File: src/rtl/gate_array_reg_if.sv
// Bus bundle for gate_array_reg: sample-side controls and data in, registered results out.
interface gate_array_reg_if #(
  parameter int WIDTH    = 2,
  parameter int CHANNELS = 4,
  parameter int CNT_W    = 8
);
  logic [1:0]                mode_in;
  logic                      sticky_in;
  logic                      clear_in;
  logic                      valid_in;
  logic [CHANNELS*WIDTH-1:0] data_in;
  logic                      valid_out;
  logic [CHANNELS-1:0]       Y_out;
  logic [CHANNELS*CNT_W-1:0] rise_cnt_out;

  modport master (
    output mode_in, sticky_in, clear_in, valid_in, data_in,
    input  valid_out, Y_out, rise_cnt_out
  );

  modport slave (
    input  mode_in, sticky_in, clear_in, valid_in, data_in,
    output valid_out, Y_out, rise_cnt_out
  );
endinterface

File: src/rtl/gate_array_reg.sv
// Registered multi-channel OR/NOR/AND/NAND reduction array with optional sticky
// hold and per-channel saturating rising-edge counters.
module gate_array_reg #(
  parameter int WIDTH    = 2,
  parameter int CHANNELS = 4,
  parameter int CNT_W    = 8
) (
  input logic              clk_in,
  input logic              rst_n_in,
  gate_array_reg_if.slave  bus
);

  localparam logic [1:0] MODE_OR   = 2'b00;
  localparam logic [1:0] MODE_NOR  = 2'b01;
  localparam logic [1:0] MODE_AND  = 2'b10;
  localparam logic [1:0] MODE_NAND = 2'b11;

  function automatic logic [CNT_W-1:0] sat_inc(input logic [CNT_W-1:0] v);
    return (&v) ? v : v + CNT_W'(1);
  endfunction

  logic [CHANNELS-1:0] w_f_p0;
  logic [CHANNELS-1:0] w_y_nxt_p0;
  logic [CHANNELS-1:0] w_rise_p0;
  logic [CHANNELS-1:0] r_y_p1;
  logic                r_vld_p1;
  logic [CNT_W-1:0]    r_cnt_p1 [CHANNELS];

  // p0: combinational reduction and next-state for each channel
  always_comb begin
    w_f_p0 = '0;
    for (int c = 0; c < CHANNELS; c++) begin
      unique case (bus.mode_in)
        MODE_OR:   w_f_p0[c] =  (|bus.data_in[c*WIDTH +: WIDTH]);
        MODE_NOR:  w_f_p0[c] = ~(|bus.data_in[c*WIDTH +: WIDTH]);
        MODE_AND:  w_f_p0[c] =  (&bus.data_in[c*WIDTH +: WIDTH]);
        MODE_NAND: w_f_p0[c] = ~(&bus.data_in[c*WIDTH +: WIDTH]);
        default:   w_f_p0[c] = 1'b0;
      endcase
    end
  end

  assign w_y_nxt_p0 = bus.sticky_in ? (r_y_p1 | w_f_p0) : w_f_p0;
  assign w_rise_p0  = ~r_y_p1 & w_y_nxt_p0;

  // p1: registered results, valid flag and counters
  always_ff @(posedge clk_in or negedge rst_n_in) begin
    if (!rst_n_in) begin
      r_y_p1   <= '0;
      r_vld_p1 <= 1'b0;
      for (int c = 0; c < CHANNELS; c++) r_cnt_p1[c] <= '0;
    end else if (bus.clear_in) begin
      r_y_p1   <= '0;
      r_vld_p1 <= 1'b0;
      for (int c = 0; c < CHANNELS; c++) r_cnt_p1[c] <= '0;
    end else if (bus.valid_in) begin
      r_y_p1   <= w_y_nxt_p0;
      r_vld_p1 <= 1'b1;
      for (int c = 0; c < CHANNELS; c++) begin
        if (w_rise_p0[c]) r_cnt_p1[c] <= sat_inc(r_cnt_p1[c]);
      end
    end else begin
      r_vld_p1 <= 1'b0;
    end
  end

  assign bus.Y_out     = r_y_p1;
  assign bus.valid_out = r_vld_p1;

  for (genvar g = 0; g < CHANNELS; g++) begin : g_cnt_out
    assign bus.rise_cnt_out[g*CNT_W +: CNT_W] = r_cnt_p1[g];
  end

endmodule

File: src/flat_wrapper.sv
// flat-port wrapper written by rule: the top's interface ports become plain ports
module gate_array_reg_flat 
#(
  parameter int WIDTH    = 2,
  parameter int CHANNELS = 4,
  parameter int CNT_W    = 8
)
  (clk_in, rst_n_in, bus_mode_in, bus_sticky_in, bus_clear_in, bus_valid_in, bus_data_in, bus_valid_out, bus_Y_out, bus_rise_cnt_out);
  gate_array_reg_if #(.WIDTH(WIDTH), .CHANNELS(CHANNELS), .CNT_W(CNT_W)) bus_i ();
  input logic clk_in;
  input logic rst_n_in;
  input wire logic [$bits(bus_i.mode_in)-1:0] bus_mode_in;
  input wire logic [$bits(bus_i.sticky_in)-1:0] bus_sticky_in;
  input wire logic [$bits(bus_i.clear_in)-1:0] bus_clear_in;
  input wire logic [$bits(bus_i.valid_in)-1:0] bus_valid_in;
  input wire logic [$bits(bus_i.data_in)-1:0] bus_data_in;
  output wire logic [$bits(bus_i.valid_out)-1:0] bus_valid_out;
  output wire logic [$bits(bus_i.Y_out)-1:0] bus_Y_out;
  output wire logic [$bits(bus_i.rise_cnt_out)-1:0] bus_rise_cnt_out;
  assign bus_i.mode_in = bus_mode_in;
  assign bus_i.sticky_in = bus_sticky_in;
  assign bus_i.clear_in = bus_clear_in;
  assign bus_i.valid_in = bus_valid_in;
  assign bus_i.data_in = bus_data_in;
  assign bus_valid_out = bus_i.valid_out;
  assign bus_Y_out = bus_i.Y_out;
  assign bus_rise_cnt_out = bus_i.rise_cnt_out;
  gate_array_reg #(.WIDTH(WIDTH), .CHANNELS(CHANNELS), .CNT_W(CNT_W)) u_core (.clk_in(clk_in), .rst_n_in(rst_n_in), .bus(bus_i));
endmodule
File: config.mk
export PLATFORM = sky130hd
export DESIGN_NAME = gate_array_reg_flat
export DESIGN_NICKNAME = d
export VERILOG_FILES = /design/src/rtl/gate_array_reg_if.sv /design/src/rtl/gate_array_reg.sv /design/src/flat_wrapper.sv
export SDC_FILE = /design/constraint.sdc
export NUM_CORES = 1
export LEC_CHECK = 0
export ABC_AREA = 1
export CAP_MARGIN = 25
export CELL_PAD_IN_SITES_DETAIL_PLACEMENT = 1
export CELL_PAD_IN_SITES_GLOBAL_PLACEMENT = 1
export CORE_UTILIZATION = 36
export DETAILED_ROUTE_END_ITERATION = 7
export PLACE_DENSITY = 0.92
export SYNTH_ARGS = -nofsm -noshare
export SYNTH_HDL_FRONTEND = slang
export SYNTH_SLANG_ARGS = --single-unit
File: constraint.sdc
create_clock -name clk_in -period 1.5 [get_ports clk_in]
set_input_delay 0.3 -clock clk_in [delete_from_list [all_inputs] [get_ports clk_in]]
set_output_delay 0.3 -clock clk_in [all_outputs]
set_load 0.02 [all_outputs]
### Clock network drawn from the DEF

Drawn at 6 px/um.
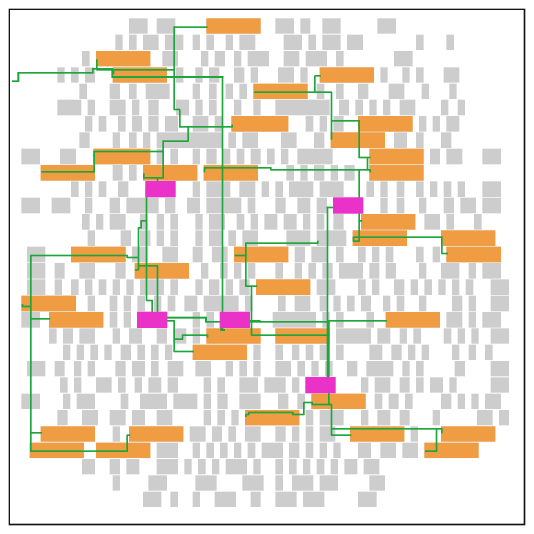
Key: magenta = clock drivers [count 5]; orange = flip-flops [count 37]; green = clock wires [length 601 um]
There are 6 routed clock nets.

### Floorplan with the power grid

Drawn at 4 px/um. Pins as bars on the die edge.
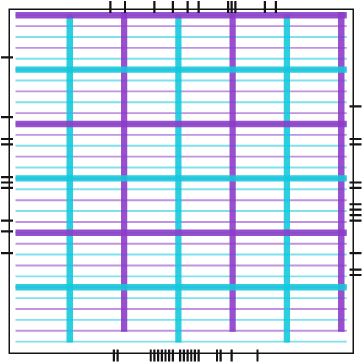
Key: purple = VDD; cyan = VSS
6 straps on met5. 6 straps on met4. 31 met1 rails follow the rows. The core has 30 rows.

### Placement by cell class

Drawn at 6 px/um. Fill, decap, tap and diode cells in grey.
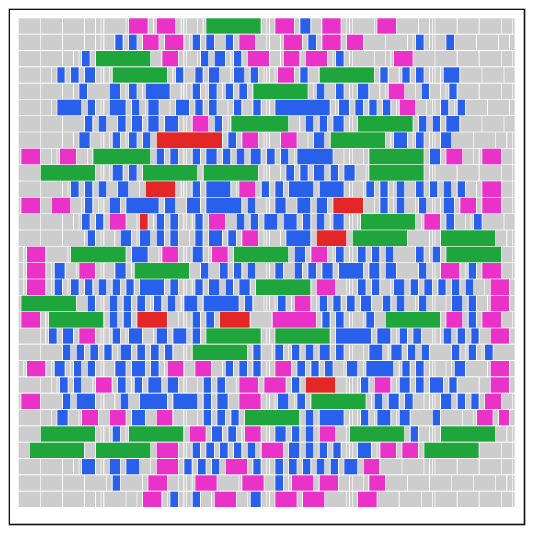
Key: green = sequential cells [cells 37]; red = clock drivers and dummy loads [cells 8]; magenta = remaining buffers and delay cells [cells 94]; blue = combinational and other logic [cells 349]

==> results.txt <==
Figures from the implementation reports.

- The run finished with clean final reports.
- The yosys cell count reads 389.
- Compared with the post-synthesis result, the final layout area differs by 42.1%.
- The total number of clock tree sinks is 37.
- The clock network power is approximately 0.93 mW.
- The leading register cell type out of synthesis reads sky130_fd_sc_hd__dfrtp_1.
- In the final layout, the fill cell count is 906.
- The number of max-capacitance violations reported is 0.
- The post-synthesis cell type count is 20.
- The number of sequential cells reported for the layout is 37.
- The sequential cell power reads approximately 1.1 mW.
- The last weighted congestion value of the routability-driven placer is 0.843.
- The ratio of routed vias to standard cells is roughly 5.1.
- The DRC violation count after routing reads 0.
- 300 cells are multi-input combinational gates.
- The vertical die size is 85.6 um.
- The cell count after synthesis came out at 389.
- The power per cell area is around 700 nW/um^2.
- The number of clock buffers added by TritonCTS is 5.
- The portion of total power attributed to combinational logic reads 0.188.
- The number of nets with antenna violations after detailed routing is 0.
- The quantity of I/O buffers inserted on ports reads 51.
- The relative slew slack reads 0.646.
- The share of total power dissipated in sequential elements is 0.431.
- The area of the placeable core reads 6760 um^2.
- After clock tree synthesis, the flow added hold-fix buffers numbering 0.
- The depth of the worst register-to-register path is 8.
- For the finished layout, the period the worst path requires is 1.47 ns.
- The total leakage power reads 2.00 nW.
- The placed wire-length estimate is 5.97 mm.
- The final-report hold violation count is 0.
- The Yosys step of the flow raised 0 warnings.
- The pin count of the biggest net entering global routing reads 38.
- Per STA, the worst path is made up of buf_4, clkdlybuf4s15_1.
- The most instantiated logic cell after routing reads sky130_fd_sc_hd__nand2_1.
- The initial antenna violation count is 0.
- Of the synthesized area, sequential elements account for 0.368.
- The total of cells resized after clock tree synthesis reads 38.
- The critical path's largest stage delay is 0.43 ns.
- On met3, the global router reports a usage of 0.0279.
- The tap cell count is approximately 80.
- The internal power consumption reads approximately 1.7 mW.
- The most common logic cells in the final layout are sky130_fd_sc_hd__nand2_1 (157), sky130_fd_sc_hd__nand3_1 (52), sky130_fd_sc_hd__inv_1 (46), sky130_fd_sc_hd__buf_4 (43).
- The die is 85.6 um wide.
- The overflow left after global routing is 0.
- The reg-to-reg critical path startpoint reads u_core.bus.rise_cnt_out[0].
- The clock network power share is 0.381.
- The maximum clock rate is 682 MHz.
- The worst setup path is of the register to primary output kind.
- The yosys-reported design area after synthesis reads 2520 um^2.
- The dominant kind of combinational cell is simple AND/OR/NAND/NOR gates.
- The number of clock buffers in the layout is 7.
- As reported, the later end of the worst-skew pair has a clock insertion delay of 0.30 ns.
- The worst path buffer plus inverter count is 2.
- The number of flops mapped to enable cells by yosys is 0.
- The H-tree depth reads 2.
- Per the synth log, the flip-flop and latch total comes to 37.
- The fraction of final layout cells with drive strength greater than 1 is 0.178.
- The total die area reads between 7000 and 8000 um^2.
- The CTS tree is done.
- The startpoint kind of the worst setup timing path reads a register.
- The fraction of registers with async set or reset after synthesis is 1.00.
- The top cell class by occupied area reads multi-input combinational cells.
- The worst setup path endpoint is bus_rise_cnt_out[25].
- The final tally of setup violations is 0.
- The initial detailed-routing violation count is 119.
- The post-synthesis simple-gate area fraction is 0.481.
- The final wirelength reads 8.79 mm.
- The worst endpoint required time is around 1.2 ns.
- The area share of xor/xnor cells in the synthesized design reads 0.00348.
- The most critical setup path has its startpoint at u_core.bus.rise_cnt_out[25].
- The buffer count excluding the clock tree in the final layout reads 94.
- The via count of the first global-routing pass came to 3016.
- The slowest cell on the critical path reads sky130_fd_sc_hd__dfrtp_1.
- The via count of the routed design reads between 2000 and 3000.
- After layout, the design draws a total of 2.45 mW.
- The mean post-synth cell area reads 6.47 um^2.
- The detail-routed net length per standard cell is 15.5 um.
- Before any placement, the netlist area is recorded as between 2000 and 3000 um^2.
- The number of optimization iterations in the first detailed-route pass reads 4.
- The area of the multi-input gates is roughly 1500 um^2.
- The number of nets in the synthesized netlist is between 400 and 500.
- The global-route wire length before repair is around 14 mm.
- The classification of the worst-slack hold path reads input port to asynchronous set/reset pin.
- The met2 layer usage reported by global route is 0.432.
- The cell type contributing the most total cell area after synthesis reads sky130_fd_sc_hd__dfrtp_1.
- The floorplan core density reads 0.373.
### Register map, names as in the netlist

Drawn at 6 px/um. Other sequential cells in the stronger grey, the rest of the logic in the fainter grey.
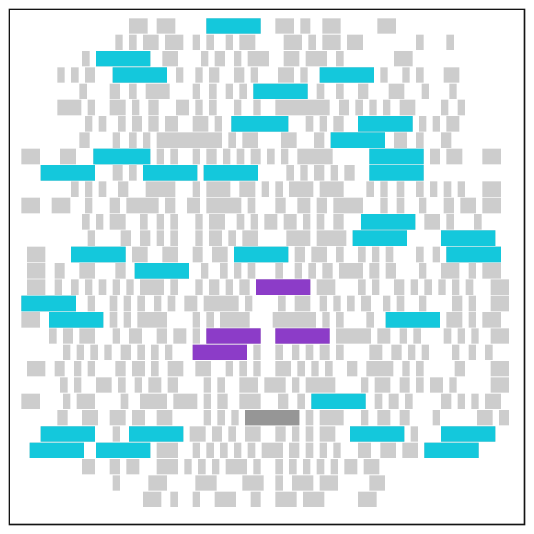
Key: cyan = `u_core.bus.rise_cnt_out` [placed flops 32, where spread over the die]; purple = `u_core.bus.Y_out` [placed flops 4]

### Routing congestion map

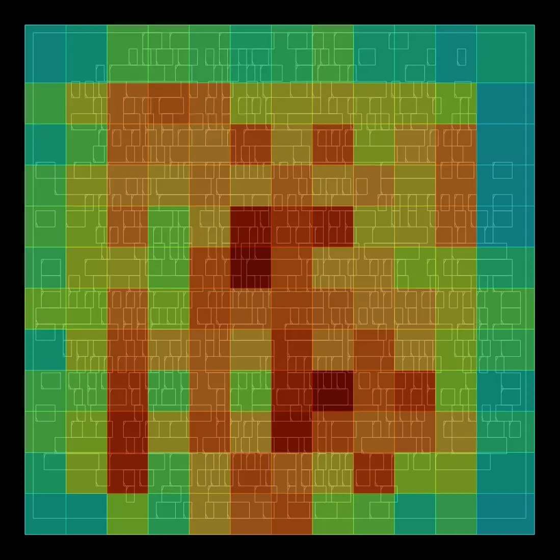
highest-utilization routing layer at the global route stage: met2
combined global-route utilization of all metal layers: 0.239

## per-stage QoR
step / instance area, um^2 / hold WS [ns] / std cells / setup slack [ns]
4_1_cts: 3460 / 0.0641 / 559 / 0.0260
6_report: 3580 / 0.0442 / 568 / 0.0337
5_1_grt: 3580 / 0.0802 / 568 / -0.0189
3_3_place_gp: 3390 / 0.382 / 551 / -0.116
3_5_place_dp: 3390 / 0.389 / 551 / -0.165
2_1_floorplan: 2520 / 0.00441 / 389 / 0.0787
## layer usage
layer	vias up	wire length [um]
li1	1416	-
met1	1416	3720
met2	66	4560
met3	23	268
met4	0	240
met5	-	0
## state kept, by name (all words and copies together), names as in the netlist
| register | count |
|---|---|
| u_core.bus.rise_cnt_out | 32 |
| u_core.bus.Y_out | 4 |
| u_core.bus.valid_out | 1 |
No activity file was given, so power comes from the tool's default toggle rates.
